File: src/rtl/shared_reg_arbiter.sv
// rtl/shared_reg_arbiter.sv - round-robin arbiter and sequencer for one shared W-bit register
module shared_reg_arbiter #(
    parameter int N        = 4,
    parameter int W        = 8,
    parameter int MAX_HOLD = 4
) (
    input  logic                 clk,
    input  logic                 rst,
    input  logic [N-1:0]         req,
    input  logic [N*W-1:0]       wdata,
    output logic [N-1:0]         gnt,
    output logic [$clog2(N)-1:0] gnt_id,
    output logic [W-1:0]         q,
    output logic                 q_upd,
    output logic                 busy
);

    localparam int IDW = $clog2(N);
    localparam int HW  = (MAX_HOLD > 1) ? $clog2(MAX_HOLD) : 1;
    localparam logic [HW-1:0] HOLD_LAST = HW'(MAX_HOLD - 1);

    typedef enum logic {
        IDLE = 1'b0,
        OWN  = 1'b1
    } state_t;

    state_t         state_q, state_d;
    logic [N-1:0]   gnt_q, gnt_d;
    logic [IDW-1:0] gnt_id_q, gnt_id_d;
    logic [IDW-1:0] ptr_q, ptr_d;
    logic [HW-1:0]  hold_q, hold_d;
    logic [W-1:0]   q_q, q_d;
    logic           q_upd_q, q_upd_d;

    logic [N-1:0]   others;
    logic [IDW-1:0] owner_next;
    logic [IDW-1:0] nxt;

    function automatic logic [N-1:0] onehot(input logic [IDW-1:0] idx);
        logic [N-1:0] v;
        v = '0;
        v[idx] = 1'b1;
        return v;
    endfunction

    function automatic logic [IDW-1:0] inc_mod(input logic [IDW-1:0] idx);
        return (idx == IDW'(N - 1)) ? '0 : idx + 1'b1;
    endfunction

    // First set bit of mask scanning upward from start, wrapping at N.
    function automatic logic [IDW-1:0] sel(input logic [IDW-1:0] start, input logic [N-1:0] mask);
        logic [IDW-1:0] r;
        logic           found;
        int             idx;
        r     = '0;
        found = 1'b0;
        for (int k = 0; k < N; k++) begin
            idx = (int'(start) + k) % N;
            if (!found && mask[idx]) begin
                r     = IDW'(idx);
                found = 1'b1;
            end
        end
        return r;
    endfunction

    always_ff @(posedge clk) begin
        if (rst) begin
            state_q  <= IDLE;
            gnt_q    <= '0;
            gnt_id_q <= '0;
            ptr_q    <= '0;
            hold_q   <= '0;
            q_q      <= '0;
            q_upd_q  <= 1'b0;
        end else begin
            state_q  <= state_d;
            gnt_q    <= gnt_d;
            gnt_id_q <= gnt_id_d;
            ptr_q    <= ptr_d;
            hold_q   <= hold_d;
            q_q      <= q_d;
            q_upd_q  <= q_upd_d;
        end
    end

    always_comb begin
        state_d    = state_q;
        gnt_d      = gnt_q;
        gnt_id_d   = gnt_id_q;
        ptr_d      = ptr_q;
        hold_d     = hold_q;
        q_d        = q_q;
        q_upd_d    = 1'b0;
        nxt        = '0;
        others     = req & ~onehot(gnt_id_q);
        owner_next = inc_mod(gnt_id_q);
        case (state_q)
            IDLE: begin
                if (|req) begin
                    nxt      = sel(ptr_q, req);
                    gnt_d    = onehot(nxt);
                    gnt_id_d = nxt;
                    hold_d   = '0;
                    state_d  = OWN;
                end
            end
            OWN: begin
                if (req[gnt_id_q]) begin
                    q_d     = wdata[int'(gnt_id_q)*W +: W];
                    q_upd_d = 1'b1;
                    // Preempt only once the owner has used its full quota and someone is waiting.
                    if (hold_q == HOLD_LAST && |others) begin
                        nxt      = sel(owner_next, others);
                        gnt_d    = onehot(nxt);
                        gnt_id_d = nxt;
                        hold_d   = '0;
                        ptr_d    = owner_next;
                    end else if (hold_q != HOLD_LAST) begin
                        hold_d = hold_q + 1'b1;
                    end
                end else begin
                    ptr_d = owner_next;
                    if (|others) begin
                        nxt      = sel(owner_next, req);
                        gnt_d    = onehot(nxt);
                        gnt_id_d = nxt;
                        hold_d   = '0;
                    end else begin
                        gnt_d   = '0;
                        hold_d  = '0;
                        state_d = IDLE;
                    end
                end
            end
            default: begin
                gnt_d   = '0;
                state_d = IDLE;
            end
        endcase
    end

    always_comb begin
        gnt    = gnt_q;
        gnt_id = gnt_id_q;
        q      = q_q;
        q_upd  = q_upd_q;
        busy   = |gnt_q;
    end

endmodule

File: config.mk
export PLATFORM = sky130hd
export DESIGN_NAME = shared_reg_arbiter
export DESIGN_NICKNAME = d
export VERILOG_FILES = /design/src/rtl/shared_reg_arbiter.sv
export SDC_FILE = /design/constraint.sdc
export NUM_CORES = 1
export LEC_CHECK = 0
export CAP_MARGIN = 5
export CELL_PAD_IN_SITES_DETAIL_PLACEMENT = 1
export CELL_PAD_IN_SITES_GLOBAL_PLACEMENT = 1
export CORE_UTILIZATION = 36
export DETAILED_ROUTE_END_ITERATION = 7
export PLACE_DENSITY = 0.83
export SYNTH_ARGS = -nofsm -noshare
export SYNTH_HDL_FRONTEND = slang
export SYNTH_SLANG_ARGS = --single-unit
File: constraint.sdc
create_clock -name clk -period 3.41 [get_ports clk]
set_input_delay 1.023 -clock clk [delete_from_list [all_inputs] [get_ports clk]]
set_output_delay 1.023 -clock clk [all_outputs]
set_load 0.01 [all_outputs]
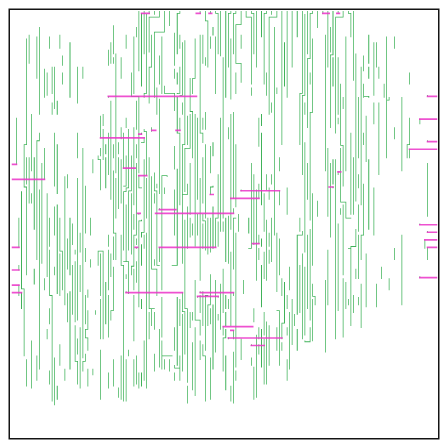
*Routed metal, one color a layer, run 1*
Only two layers are drawn.
- met2: green (wire length 3760 um)
- met3: magenta (wire length 145 um)

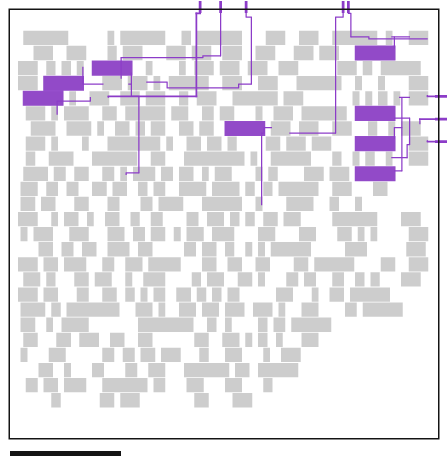
*Port wiring, run 1*
Scale bar: 20 um.
- `q`: purple (direction output; end cells 8; buffers 8; wire 247 um)
count of buffers from port buffering: 53
I/O pin count: 54

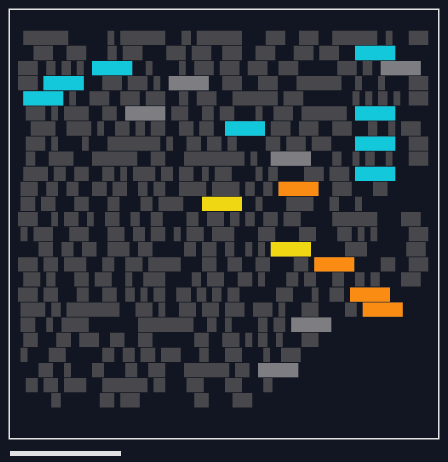
*Register map, names as in the netlist, run 1*
Scale bar: 20 um. Other sequential cells in the stronger gray, the rest of the logic in the fainter gray.
- `q`: cyan (placed flops 8)
- `gnt`: orange (placed flops 4)
- `gnt_id`: yellow (placed flops 2)
Sequential Area: 400.4 sq um
Seq area share: 0.1411

==> impl_metrics.py, run 1 <==
# Physical implementation metrics
metrics = {
    "run_status": {
        "status": "finished clean",
    },
    "drt": {
        "met1Wirelength_um": 3203,
        "drc": 0,
        "ant_nets": 0,
    },
    "final_timing": {
        "setup_ws_ps": 188.3,
        "skew_ps": 4.203,
        "worstMarginPinSlew_ps": 561.3,
        "period_minus_slack_ps": 3222,
        "rsz0062_at_grt": "false",
    },
    "die": {
        "rows": 26,
        "fp-utilization": 0.3853,
        "dieArea_sq_um": 5945,
        "die_x_um": 77.11,
    },
    "synthesis": {
        "syn_area_per_cell_sq_um": 8.461,
        "yosys.stat.seqShare": 0.1972,
        "ff_type": "dfxtp_1",
        "fp_nets": 284,
        "synth_adder_area_share": 0.03697,
        "aoi_share": 0.2520,
        "top_area_frac": 0.1972,
        "common_cells": "24 x nand2_1, 20 x dfxtp_1, 17 x a21oi_1, 17 x nor2_1, 12 x o21ai_0",
    },
    "placed_design": {
        "post-place-ws_ps": -135.2,
        "place_congestion": 0.8341,
    },
    "final_layout": {
        "drive_gt1_frac": 0.2039,
        "syn_to_final_growth_pct": 39.74,
        "largest_reg_flops": 8,
    },
    "cts": {
        "cts_setup_buffers": 0,
        "clockBufferDepth": 2,
        "cts_buffers": 3,
        "cts_hold_repair.buffers": 0,
        "path_clk_slew_ps": 80,
        "cts_sinks": 20,
    },
    "run": {
        "cap_violations": 0,
        "warning_count": 30,
    },
    "global_route": {
        "antenna_found_initial": 0,
    },
    "critical_path": {
        "worstSetupStartpointType": "primary input",
        "crit_arrival_ps": 3430,
        "r2r_end": "gnt[2]$_SDFFE_PP0P_",
        "crit_type": "in2reg",
        "crit_path_start": "req[3]",
        "end_kind": "flip-flop",
    },
    "power_and_ir_drop": {
        "comb_power_uw": 987,
        "power_mw": 1.536,
        "p_clk_frac": 0.158,
        "peakVddDrop_mv": 0.3054,
    },
}
## run 1: per-layer routing
metal / GRT usage / up-vias
met2: 0.4652 / 56
met4: 0.08113 / 0
met5: 0 / -
met3: 0.02500 / 20
met1: 0.3042 / 1082
li1: - / 1035
## run 1: area by class of cell
cell class	instances	area, sq um	share of cell area
flip-flops and latches	20	400.4	0.1411
inverters	7	26.28	0.009259
clock inverters	1	30.03	0.01058
well taps	70	87.58	0.03086
repair buffers	82	750.7	0.2646
clock buffers	3	41.29	0.01455
multi-input cells	191	1501	0.5291
## run 1: worst max-delay path, stage by stage
cell             delay [ps]
clkdlybuf4s50_1         510
buf_4                   210
mux4_1                  500
buf_4                   160
inv_1                    80
o21ai_0                  80
a21oi_1                 280
o21ai_0                 140
o41ai_1                 270
buf_4                   160
==> run 2: changes to the inputs <==
--- a/config.mk
+++ b/config.mk
@@ -5,12 +5,14 @@
 export SDC_FILE = /design/constraint.sdc
 export NUM_CORES = 1
 export LEC_CHECK = 0
+export ABC_CLOCK_PERIOD_IN_PS = 4150
 export CAP_MARGIN = 5
 export CELL_PAD_IN_SITES_DETAIL_PLACEMENT = 1
 export CELL_PAD_IN_SITES_GLOBAL_PLACEMENT = 1
-export CORE_UTILIZATION = 36
+export CORE_UTILIZATION = 39
 export DETAILED_ROUTE_END_ITERATION = 7
-export PLACE_DENSITY = 0.83
+export PLACE_DENSITY = 0.88
+export REMOVE_ABC_BUFFERS = 1
 export SYNTH_ARGS = -nofsm -noshare
 export SYNTH_HDL_FRONTEND = slang
 export SYNTH_SLANG_ARGS = --single-unit
==> constraint.sdc (replaced) <==
create_clock -name clk -period 4.15 [get_ports clk]
set_input_delay 1.245 -clock clk [delete_from_list [all_inputs] [get_ports clk]]
set_output_delay 1.245 -clock clk [all_outputs]
set_load 0.01 [all_outputs]
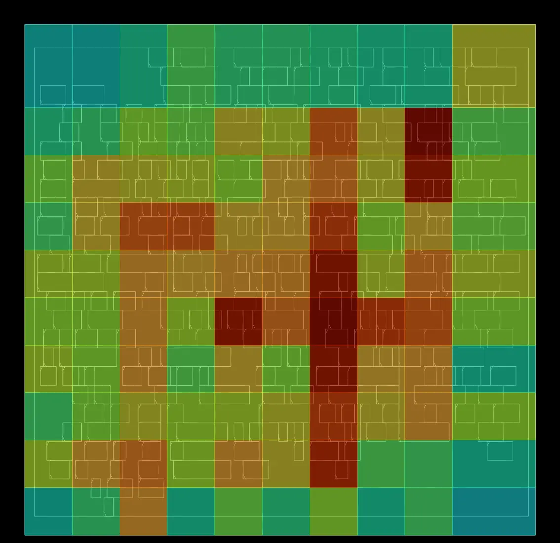
*Congestion heat map, run 2*
final core utilization: 0.5446
GRT met2 Usage: 0.4576
GR peak layer: met2
GR Util met3: 0.02710

==> run 2 against run 1 <==
  * Utilization up 0.62 points
  * Die area down 7.5%
  * Synthesized cell count stayed put
  * Power down 25%
  * Worst hold slack improved by 2.9 ps
  * Sequential share of layout area rose by 0.96 points
  * Clock skew fell by 1.8 ps
  * Clock-buffer cell count increased by 1
  * Wire length shrank 6.8%
==> impl_metrics.py, run 2 <==
# Physical implementation metrics
metrics = {
    "drt": {
        "post_drt_via_cell_ratio": 6.037,
        "wl_um": 6823,
        "drc": 0,
        "ant_nets": 0,
    },
    "critical_path": {
        "worstSetupStartpointType": "primary input",
        "endpoint": "gnt[1]$_SDFFE_PP0P_",
        "r2r_end": "gnt[1]$_SDFFE_PP0P_",
        "crit_chain": "clkdlybuf4s50_1 > or4_1 > nor2_1 > a21oi_2 > o21ai_0 > a21oi_1 > a211o_1",
        "cp_slowest_cell": "or4_1",
        "path_buffers": 1,
        "r2r_cells": 8,
        "cp.required_ps": 4310,
        "crit_type": "in2reg",
        "crit_arrival_ps": 3740,
        "end_kind": "flip-flop",
        "path_delay_family": "simple AND/OR/NAND/NOR gates",
        "crit_path_start": "req[2]",
        "cpPeakStageDelay_ps": 690,
        "cp.depth": 7,
        "cp_max_fo": 20,
    },
    "die": {
        "io_pins": 54,
        "rows": 25,
        "dieArea_sq_um": 5500,
        "fp-utilization": 0.4162,
        "die_x_um": 74.16,
    },
    "power_and_ir_drop": {
        "peakVddDrop_mv": 0.1797,
        "leakagePower_nw": 0.9533,
        "p_clk_frac": 0.134,
        "p_comb_frac": 0.648,
        "power_mw": 1.151,
        "power.group.top": "combinational logic",
        "comb_power_uw": 746,
    },
    "final_timing": {
        "fmax_mhz": 279.0,
        "period_minus_slack_ps": 3584,
        "rsz0062_at_grt": "false",
        "setup_ws_ps": 566.1,
        "tns_ps": 0,
        "skew_ps": 2.395,
        "worstMarginPinSlew_ps": 668.3,
    },
    "cts": {
        "cts_buffers": 3,
        "clockBufferDepth": 2,
        "cts_hold_repair.buffers": 0,
        "path_clk_slew_ps": 80,
        "cts_sinks": 20,
        "cts_setup_buffers": 0,
    },
    "synthesis": {
        "syn_area_per_cell_sq_um": 8.461,
        "yosys.stat.seqShare": 0.1972,
        "ff_type": "dfxtp_1",
        "common_cells": "24 x nand2_1, 20 x dfxtp_1, 17 x a21oi_1, 17 x nor2_1, 12 x o21ai_0",
        "ys_top_logic_family": "simple AND/OR/NAND/NOR gates",
        "top_area_cell": "dfxtp_1",
        "mux_share": 0.1879,
        "aoi_share": 0.2520,
        "simple_gate_share": 0.2588,
        "ys_cells": 240,
        "synth_adder_area_share": 0.03697,
        "top_area_frac": 0.1972,
    },
    "global_route": {
        "antenna_found_initial": 0,
        "grt_pass1_wl_um": 10650,
        "track_usage": 0.2552,
        "grt_overflow": 0,
    },
    "final_layout": {
        "drive_gt1_frac": 0.1444,
        "fin_cells": 351,
        "largest_reg_flops": 8,
        "syn_to_final_growth_pct": 30.87,
        "lay_top_cells": "53 x clkdlybuf4s50_1, 24 x nand2_1, 20 x dfxtp_1",
    },
    "placed_design": {
        "portBuffers": 53,
        "place_hpwl_um": 5124,
        "post-place-ws_ps": 319.9,
        "place_congestion": 0.9191,
        "place_area_sq_um": 2603,
    },
    "run_status": {
        "status": "finished clean",
    },
    "run": {
        "cap_violations": 0,
        "warning_count": 29,
    },
    "hold_path": {
        "worstHoldPathCells": 2,
        "hold_end": "q[3]$_SDFFE_PP0P_",
    },
}
[run 2: cell type report]
class	instances	area [sq um]
Sequential cell	20	400.4
Multi-Input combinational cell	191	1494
Inverter	7	26.28
Clock buffer	4	55.05
Timing Repair Buffer	62	598.1
Fill cell	593	2222
Tap cell	67	83.83
[run 2: cells by family (layout without fill, tap and decap cells)]
group / Yosys count / in the layout
buf+inv: 29 / 73
flops: 20 / 20
simple gates: 94 / 94
mux: 22 / 22
fa+ha+maj: 6 / 6
compound gates: 69 / 69
[run 2: metal layers]
metal / vias up / GRT usage / share of wire
met4: 0 / 0.08333 / 0.012
met1: 1041 / 0.3184 / 0.43
met2: 73 / 0.4576 / 0.52
met5: - / 0 / 0
li1: 995 / - / -
met3: 10 / 0.02710 / 0.035
==> run 3: changes to the inputs <==
--- a/config.mk
+++ b/config.mk
@@ -9,8 +9,10 @@
 export CAP_MARGIN = 5
 export CELL_PAD_IN_SITES_DETAIL_PLACEMENT = 1
 export CELL_PAD_IN_SITES_GLOBAL_PLACEMENT = 1
+export CORE_MARGIN = 10
 export CORE_UTILIZATION = 39
 export DETAILED_ROUTE_END_ITERATION = 7
+export MAX_ROUTING_LAYER = met4
 export PLACE_DENSITY = 0.88
 export REMOVE_ABC_BUFFERS = 1
 export SYNTH_ARGS = -nofsm -noshare
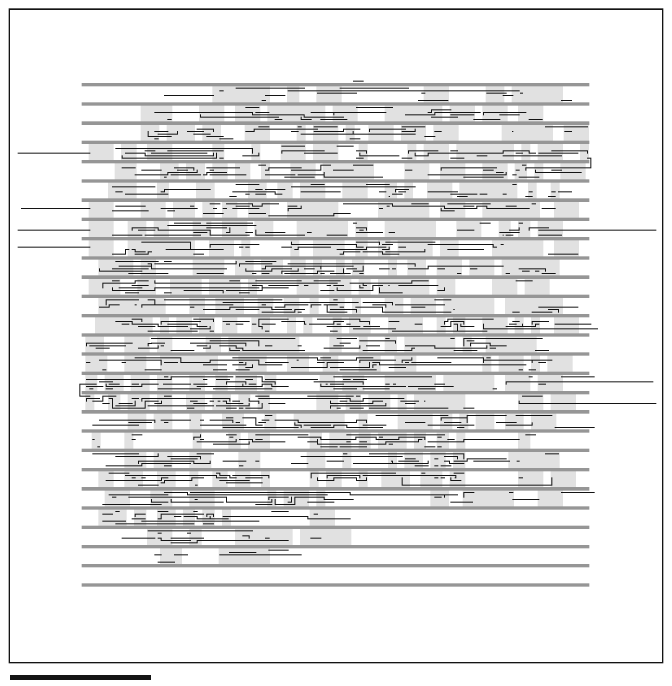
*M1 wires, run 3*
Scale bar: 20 um. Supply wires on this layer in gray. Cells faint in the background.
- nets with wire on the layer: 309
- longest straight run: 32.7 um
- main direction: horizontal

==> run 3 against run 2 <==
  * Clock skew decreased by 0.73 ps
  * Largest power group unchanged
  * Register-to-register slack worse by 150 ps
  * Worst hold slack improved by 0.57 ps
  * Non-clock buffer count is 2 higher
  * Power decreased by 1.9%
  * Via count shrank 0.28%
  * Global-route usage is 8.4 points lower
  * First-iteration DRC count rose by 4.0%
==> impl_metrics.py, run 3 <==
# Physical implementation metrics
metrics = {
    "run_status": {
        "status": "finished clean",
    },
    "critical_path": {
        "worstSetupStartpointType": "primary input",
        "cpPeakStageDelay_ps": 660,
        "crit_type": "in2reg",
        "crit_arrival_ps": 3870,
        "end_kind": "flip-flop",
        "cp.required_ps": 4360,
        "path_buffers": 1,
        "cp_max_fo": 13,
        "r2r_cells": 8,
    },
    "global_route": {
        "grt_pass1_wl_um": 11660,
        "use_met1": 0.1885,
        "grt_use_met2": 0.3029,
        "busiest_layer": "met2",
        "grt_overflow": 0,
    },
    "final_layout": {
        "syn_to_final_growth_pct": 31.12,
        "drive_gt1_frac": 0.1474,
        "comb_cells": 191,
        "clock_buffers": 3,
        "fin_cells": 355,
        "final_core_util": 0.5247,
        "numSequentialCells": 20,
        "seq_share": 0.1504,
    },
    "drt": {
        "ant_nets": 0,
    },
    "power_and_ir_drop": {
        "comb_power_uw": 746,
        "power.group.top": "combinational logic",
        "power_mw": 1.129,
        "peakVddDrop_mv": 0.2091,
        "p_comb_frac": 0.661,
        "p_clk_frac": 0.114,
    },
    "final_timing": {
        "tns_ps": 0,
        "period_minus_slack_ps": 3665,
        "skew_ps": 1.666,
    },
    "placed_design": {
        "portBuffers": 53,
        "place_area_sq_um": 2621,
        "post-place-ws_ps": 269.7,
    },
    "cts": {
        "cts_buffers": 3,
        "cts_sinks": 20,
    },
    "synthesis": {
        "top_area_frac": 0.1972,
        "mux_share": 0.1879,
    },
}
[run 3: worst max path at each step]
stage | endpoint | slack (ps) | cells past startpoint
6_report | gnt[1]$_SDFFE_PP0P_ | 490 | 7
5_1_grt | gnt[1]$_SDFFE_PP0P_ | 330 | 7
4_1_cts | gnt[1]$_SDFFE_PP0P_ | 530 | 7
3_5_place_dp | gnt[1]$_SDFFE_PP0P_ | 270 | 7
3_3_place_gp | gnt[1]$_SDFFE_PP0P_ | 340 | 7
2_1_floorplan | gnt[0]$_SDFFE_PP0P_ | 570 | 8
[run 3: kinds of logic (layout without fill, tap and decap cells)]
group | after synthesis | count (layout)
simple gates | 94 | 94
buf+inv | 29 | 74
compound gates | 69 | 69
fa+ha+maj | 6 | 6
mux | 22 | 22
flops | 20 | 20
Power and IR drop assume default switching activity.
